$ cat src/rtl/score_controller_if.sv
// Scoreboard control bundle: frame/hit/restart pulses in, committed scores and status out.
// Ports: fsync, hit_p1, hit_p2, restart (to controller); player_1_score, player_2_score,
//        game_over, winner, score_update (from controller). slave = controller side.
interface score_controller_if;
    logic       fsync;
    logic       hit_p1;
    logic       hit_p2;
    logic       restart;
    logic [3:0] player_1_score;
    logic [3:0] player_2_score;
    logic       game_over;
    logic [1:0] winner;
    logic       score_update;

    modport master (
        output fsync, hit_p1, hit_p2, restart,
        input  player_1_score, player_2_score, game_over, winner, score_update
    );

    modport slave (
        input  fsync, hit_p1, hit_p2, restart,
        output player_1_score, player_2_score, game_over, winner, score_update
    );
endinterface

$ cat src/rtl/score_controller.sv
// Purpose: accumulate per-player hits, commit to displayed scores on fsync, hold game-over, auto-clear.
// Latency: 1 cycle from fsync/restart sample to registered outputs; CLEAR lasts one cycle.
// Backpressure: none; pulse inputs only, pending hits saturate at 3 per frame.
// Ports: pixel_clk, rst (async active-high), sc (score_controller_if.slave).
module score_controller #(
    parameter int WIN_SCORE   = 9,
    parameter int HOLD_FRAMES = 120
) (
    input  logic         pixel_clk,
    input  logic         rst,
    score_controller_if.slave sc
);

    localparam logic [1:0] ST_PLAY  = 2'd0;
    localparam logic [1:0] ST_OVER  = 2'd1;
    localparam logic [1:0] ST_CLEAR = 2'd2;

    localparam logic [3:0] WIN  = 4'(WIN_SCORE);
    localparam logic [7:0] HOLD = 8'(HOLD_FRAMES);

    logic [1:0] state_q, state_d;
    logic [3:0] score1_q, score1_d;
    logic [3:0] score2_q, score2_d;
    logic [1:0] pend1_q, pend1_d;
    logic [1:0] pend2_q, pend2_d;
    logic [7:0] hold_q, hold_d;
    logic       game_over_q, game_over_d;
    logic [1:0] winner_q, winner_d;
    logic       score_update_q, score_update_d;

    logic [4:0] sum1, sum2;
    logic [3:0] new1, new2;
    logic       do_clear;
    logic       changed;

    // Commit candidates, clamped so a score can never pass the winning digit.
    always_comb begin
        sum1 = {1'b0, score1_q} + {3'b000, pend1_q};
        sum2 = {1'b0, score2_q} + {3'b000, pend2_q};
        new1 = (sum1 > {1'b0, WIN}) ? WIN : sum1[3:0];
        new2 = (sum2 > {1'b0, WIN}) ? WIN : sum2[3:0];
    end

    always_comb begin
        state_d     = state_q;
        score1_d    = score1_q;
        score2_d    = score2_q;
        pend1_d     = pend1_q;
        pend2_d     = pend2_q;
        hold_d      = hold_q;
        game_over_d = game_over_q;
        winner_d    = winner_q;
        do_clear    = 1'b0;
        changed     = 1'b0;

        case (state_q)
            ST_PLAY: begin
                if (sc.restart) begin
                    do_clear = 1'b1;
                end else if (sc.fsync) begin
                    score1_d = new1;
                    score2_d = new2;
                    changed  = (new1 != score1_q) || (new2 != score2_q);
                    // Hits coincident with the commit belong to the next frame.
                    pend1_d  = {1'b0, sc.hit_p1};
                    pend2_d  = {1'b0, sc.hit_p2};
                    if ((new1 == WIN) || (new2 == WIN)) begin
                        state_d     = ST_OVER;
                        game_over_d = 1'b1;
                        winner_d    = {new2 == WIN, new1 == WIN};
                        hold_d      = HOLD;
                        // Nothing accumulates once the game is decided.
                        pend1_d     = 2'd0;
                        pend2_d     = 2'd0;
                    end
                end else begin
                    if (sc.hit_p1 && (pend1_q != 2'd3)) pend1_d = pend1_q + 2'd1;
                    if (sc.hit_p2 && (pend2_q != 2'd3)) pend2_d = pend2_q + 2'd1;
                end
            end
            ST_OVER: begin
                pend1_d = 2'd0;
                pend2_d = 2'd0;
                if (sc.restart) begin
                    do_clear = 1'b1;
                end else if (sc.fsync) begin
                    if (hold_q == 8'd1) begin
                        do_clear = 1'b1;
                    end else begin
                        hold_d = hold_q - 8'd1;
                    end
                end
            end
            ST_CLEAR: begin
                // Entry actions already applied; all inputs dropped this cycle.
                state_d = ST_PLAY;
            end
            default: begin
                state_d = ST_PLAY;
            end
        endcase

        if (do_clear) begin
            state_d     = ST_CLEAR;
            changed     = (score1_q != 4'd0) || (score2_q != 4'd0);
            score1_d    = 4'd0;
            score2_d    = 4'd0;
            pend1_d     = 2'd0;
            pend2_d     = 2'd0;
            hold_d      = 8'd0;
            game_over_d = 1'b0;
            winner_d    = 2'b00;
        end

        // Changes on consecutive cycles (back-to-back fsync, commit then restart)
        // merge into a single pulse so the flag is never high two cycles running.
        score_update_d = changed && !score_update_q;
    end

    always_ff @(posedge pixel_clk or posedge rst) begin
        if (rst) begin
            state_q        <= ST_PLAY;
            score1_q       <= 4'd0;
            score2_q       <= 4'd0;
            pend1_q        <= 2'd0;
            pend2_q        <= 2'd0;
            hold_q         <= 8'd0;
            game_over_q    <= 1'b0;
            winner_q       <= 2'b00;
            score_update_q <= 1'b0;
        end else begin
            state_q        <= state_d;
            score1_q       <= score1_d;
            score2_q       <= score2_d;
            pend1_q        <= pend1_d;
            pend2_q        <= pend2_d;
            hold_q         <= hold_d;
            game_over_q    <= game_over_d;
            winner_q       <= winner_d;
            score_update_q <= score_update_d;
        end
    end

    assign sc.player_1_score = score1_q;
    assign sc.player_2_score = score2_q;
    assign sc.game_over      = game_over_q;
    assign sc.winner         = winner_q;
    assign sc.score_update   = score_update_q;

endmodule

$ cat src/flat_wrapper.sv
// flat-port wrapper written by rule: the top's interface ports become plain ports
module score_controller_flat 
#(
    parameter int WIN_SCORE   = 9,
    parameter int HOLD_FRAMES = 120
)
  (pixel_clk, rst, sc_fsync, sc_hit_p1, sc_hit_p2, sc_restart, sc_player_1_score, sc_player_2_score, sc_game_over, sc_winner, sc_score_update);
  score_controller_if sc_i ();
  input  logic pixel_clk;
  input  logic rst;
  input wire logic [$bits(sc_i.fsync)-1:0] sc_fsync;
  input wire logic [$bits(sc_i.hit_p1)-1:0] sc_hit_p1;
  input wire logic [$bits(sc_i.hit_p2)-1:0] sc_hit_p2;
  input wire logic [$bits(sc_i.restart)-1:0] sc_restart;
  output wire logic [$bits(sc_i.player_1_score)-1:0] sc_player_1_score;
  output wire logic [$bits(sc_i.player_2_score)-1:0] sc_player_2_score;
  output wire logic [$bits(sc_i.game_over)-1:0] sc_game_over;
  output wire logic [$bits(sc_i.winner)-1:0] sc_winner;
  output wire logic [$bits(sc_i.score_update)-1:0] sc_score_update;
  assign sc_i.fsync = sc_fsync;
  assign sc_i.hit_p1 = sc_hit_p1;
  assign sc_i.hit_p2 = sc_hit_p2;
  assign sc_i.restart = sc_restart;
  assign sc_player_1_score = sc_i.player_1_score;
  assign sc_player_2_score = sc_i.player_2_score;
  assign sc_game_over = sc_i.game_over;
  assign sc_winner = sc_i.winner;
  assign sc_score_update = sc_i.score_update;
  score_controller #(.WIN_SCORE(WIN_SCORE), .HOLD_FRAMES(HOLD_FRAMES)) u_core (.pixel_clk(pixel_clk), .rst(rst), .sc(sc_i));
endmodule
$ cat config.mk
export PLATFORM = sky130hd
export DESIGN_NAME = score_controller_flat
export DESIGN_NICKNAME = d
export VERILOG_FILES = /design/src/rtl/score_controller_if.sv /design/src/rtl/score_controller.sv /design/src/flat_wrapper.sv
export SDC_FILE = /design/constraint.sdc
export NUM_CORES = 1
export LEC_CHECK = 0
export CORE_ASPECT_RATIO = 1.5
export CORE_MARGIN = 3
export CORE_UTILIZATION = 55
export DETAILED_ROUTE_END_ITERATION = 7
export PLACE_DENSITY = 0.89
export SLEW_MARGIN = 20
export SYNTH_ARGS = -nofsm -noshare
export SYNTH_HDL_FRONTEND = slang
export SYNTH_SLANG_ARGS = --single-unit
$ cat constraint.sdc
create_clock -name pixel_clk -period 3.8 [get_ports pixel_clk]
set_input_delay 0.57 -clock pixel_clk [delete_from_list [all_inputs] [get_ports pixel_clk]]
set_output_delay 0.57 -clock pixel_clk [all_outputs]
set_load 0.05 [all_outputs]
==> design notes, run 1 <==
The run gives 0 for the count of endpoints failing hold in the final timing report. The launch point of the worst min-delay path is recorded as u_core.sc.score_update. The endpoint of the worst-slack reg-to-reg timing path is u_core.hold_q[3]. The run gives 1 as the number of H-tree branching levels. Once routing completed, OpenROAD measured the worst setup slack at 0.880 ns. The tools report the clock skew after layout as 0.00831 ns. The cell sequence reported for the critical path is ha_1 > inv_1 > fa_1 > o2111ai_1 > a32oi_2 > a221oi_1 > o22a_1. Summed over all cells, the static leakage comes to 0.900 nW. For this run, design rule violations remaining after detail routing come to 0. The arrival time of data at the worst endpoint is listed as 3.08 ns.

In the power breakdown, the biggest contributor is sequential cells. The proportion of final cell area spent on non-clock buffers was 8.40%; the power drawn by the clock network was 0.000181 W. The run finished with clean final reports.

The layout inverter count without the clock tree is 23. After synthesis, the cell types taking the most area are sky130_fd_sc_hd__dfrtp_1 34%, sky130_fd_sc_hd__ha_1 5.3%, sky130_fd_sc_hd__inv_1 4.6%, sky130_fd_sc_hd__nor2_1 4.4%, sky130_fd_sc_hd__o21ai_0 4.2%. Setup repair after global routing left no endpoint under its margin. By instance count after routing, the leading logic cell types are 26 x sky130_fd_sc_hd__dfrtp_1, 22 x sky130_fd_sc_hd__nor2_1, 22 x sky130_fd_sc_hd__inv_1.

The number of buffer and inverter instances along the worst setup path is 1. According to the finish report, the design has a final net count of 247. The adder and majority cell fraction of the synthesized area works out to 7.39%.

sky130_fd_sc_hd__dfrtp_1 is the most common cell in the netlist. In this run, synthesis produced a sequential element count of 26. The mean area per synthesized cell is 8.70 sq um.

Hold is met by 0.477 ns. The launch point of the critical path was reported as u_core.sc.player_2_score[0]. The area taken by sequential standard cells is reported as 651 sq um. Measured along the y axis, the die boundary spans 77.9 um. Per the slew report, the remaining headroom to the max-slew limit stands at 37.0%.

The fraction of the yosys area taken by sequential cells was 34.3%. The pre-antenna-repair detailed-routing pass consisted of 5 iterations. The top-level I/O count is 18. The cell count along the critical path is 7. Slew at the pin closest to its max-slew limit: 0.940 ns. Per the post-route antenna check, the number of violating nets is 0. sky130_fd_sc_hd__dfrtp_1 takes more of the synthesized area than any other cell. The tools report the number of clock buffers in the layout as 4.

In this design, the largest share of critical-path delay is due to AND-OR/OR-AND gates. Post-synth the commonest register cell is sky130_fd_sc_hd__dfrtp_1. Count of routing violations after the opening detailed-route iteration: 88.

The met2 track demand over resource in global routing came out at 41.9%. The initial antenna violation count came out at 0. Yosys reports a chip area of 1900 sq um. The fraction of power consumed by combinational cells was 35.5%. The tools report the critical path data required time as 3.96 ns.
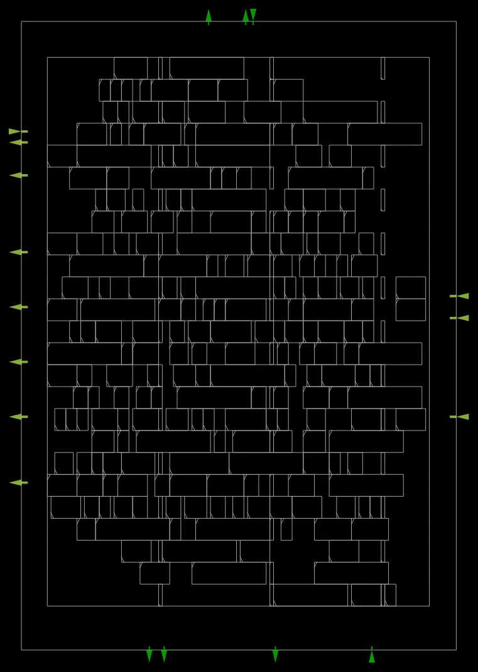
**Above:** run 1 (placed standard cells).
core utilization of the finished layout: 65.7%
Post-Layout Cell Count: 270
placeable core area: 3220 sq um
sequential portion of the cell area: 30.8%

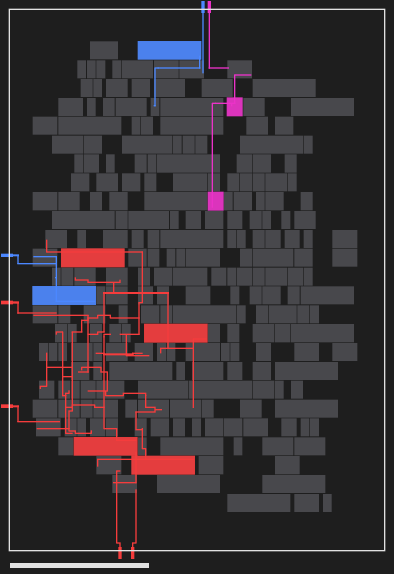
**Above:** run 1 (I/O nets highlighted).
Bar = 20 um.
| port | color | bits | direction | edge | end cells | wire |
|---|---|---|---|---|---|---|
| sc_player_2_score | red | 4 | output | 2 bottom, 2 left | 4 | 298 um |
| sc_hit_p1 | magenta | 1 | input | top | 2 | 35.8 um |
| sc_winner | blue | 2 | output | 1 top, 1 left | 2 | 45.2 um |

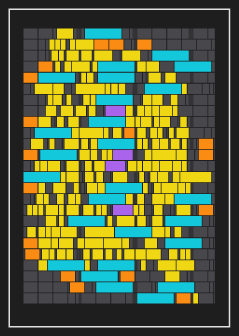
**Above:** run 1 (cell classes on the final placement).
Fill, decap, tap and diode cells in gray.
| class | color | cells | share of their area |
|---|---|---|---|
| all other logic | yellow | 182 | 57% |
| flip-flops | cyan | 26 | 31% |
| clock drivers and dummy loads | purple | 4 | 2.7% |
| other buffers and delay cells | orange | 18 | 8.6% |
std cell rows: 25
final non-filler cell area: 2120 sq um

**Run 1: sizing map**

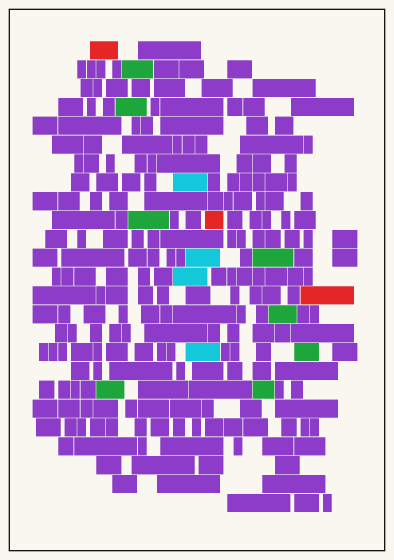

==> run 2, diff against run 1 <==
clock period = 2.95 ns   (was 3.8 ns; I/O delays follow)
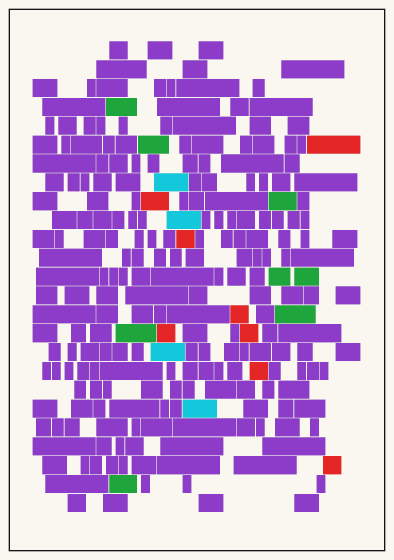
**Above:** run 2 (sizing map).
| size | color | cells | share |
|---|---|---|---|
| drive 1 or less | purple | 215 | 91% |
| drive 2 | green | 8 | 3.4% |
| drive 6 and up | cyan | 4 | 1.7% |
| drive 3 to 4 | red | 8 | 3.4% |

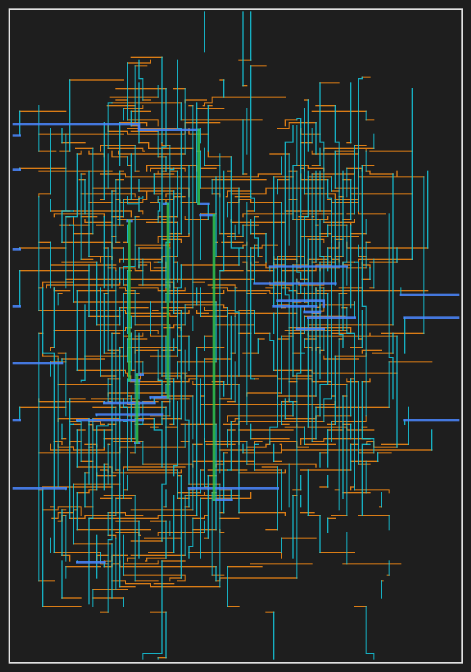
**Above:** run 2 (wiring by layer).
| layer | color | wire length |
|---|---|---|
| met2 | cyan | 2500 um |
| met3 | blue | 143 um |
| met1 | orange | 1910 um |
| met4 | green | 93.2 um |
Total Routed Length: 4.65 mm
wire length per cell after detailed routing: 16.9 um
GRT Overall Usage: 24.4%
via total after detailed routing: 1738

==> design notes, run 2 <==
The run gives 35.3% (-0.2 points) for the fraction of power consumed by combinational cells. With the total number of nets in the final design at 252 (+2.0%), the met2 track demand over resource in global routing is 42.5% (+0.61 points). The run gives 1900 sq um (unchanged) as the post-synthesis chip area from yosys. The run gives 2150 sq um (+1.8%) as the post-route cell area.

Adder and majority cell fraction of the synthesized area: 7.39% (unchanged). The number of clock buffers in the layout came out at 4 (unchanged). The logs give 2.93 ns (-0.15 ns) for the worst path arrival time and 3220 sq um (unchanged) for the core region area. Leaving out fill and tap cells, the most frequent cells in the layout are 26 x sky130_fd_sc_hd__dfrtp_1, 23 x sky130_fd_sc_hd__inv_1, 22 x sky130_fd_sc_hd__nor2_1. The footprint of the flip-flops and latches was 651 sq um (unchanged); the post-synthesis register bit count was 26 (unchanged). The hold path startpoint is u_core.sc.score_update. The critical path data required time is 3.16 ns (-0.80 ns). The mean area per synthesized cell was 8.70 sq um (unchanged). The initial antenna violation count came out at 0 (unchanged).

The final cell count without fillers is 275 (+1.9%), and the fraction of the yosys area taken by sequential cells is 34.3% (unchanged). For reference, the critical path is launched at u_core.pend1_q[0]. The floorplan row count was 25 (unchanged); the utilization after layout was 66.8% (+1.2 points). The detailed-router iteration count before antenna repair was 5 (unchanged). The flop share of the area was 30.2% (-0.54 points); the count of unresolved DRC violations after routing was 0 (unchanged). The layout inverter count without the clock tree was 23 (unchanged).

The number of buffer and inverter instances along the worst setup path came out at 2 (+1). The proportion of final cell area spent on non-clock buffers is 9.99% (+1.6 points). Looking at the reg2reg group, the worst path ends at u_core.hold_q[2]. The tightest hold margin came out at 0.484 ns (+0.00730 ns). The number of H-tree branching levels is 1 (unchanged), and the count of routing violations after the opening detailed-route iteration is 80 (-9.1%).

The cell family contributing the most delay on the critical path is AND-OR/OR-AND gates. Looking at the cell usage after synthesis, the top flip-flop cell is sky130_fd_sc_hd__dfrtp_1. For the top-level I/O count, the log shows 18 (unchanged). The slew at the pin closest to its max-slew limit was 0.559 ns (-0.381 ns).

For the residual antenna-violating net count after detailed routing, the log shows 0 (unchanged). The run finished with clean final reports. The static leakage was 0.927 nW (+3.0%).
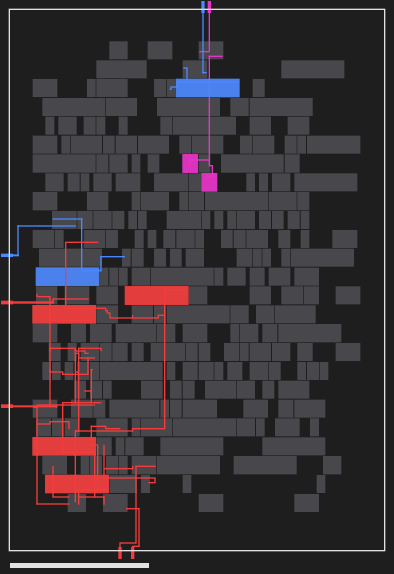
**Above:** run 2 (I/O nets highlighted).
Bar = 20 um.
| port | color | bits | direction | edge | end cells | wire |
|---|---|---|---|---|---|---|
| sc_player_2_score | red | 4 | output | 2 bottom, 2 left | 4 | 301 um |
| sc_winner | blue | 2 | output | 1 top, 1 left | 2 | 55.6 um |
| sc_hit_p1 | magenta | 1 | input | top | 2 | 31.3 um |

No activity file was given, so power comes from the tool's default toggle rates.
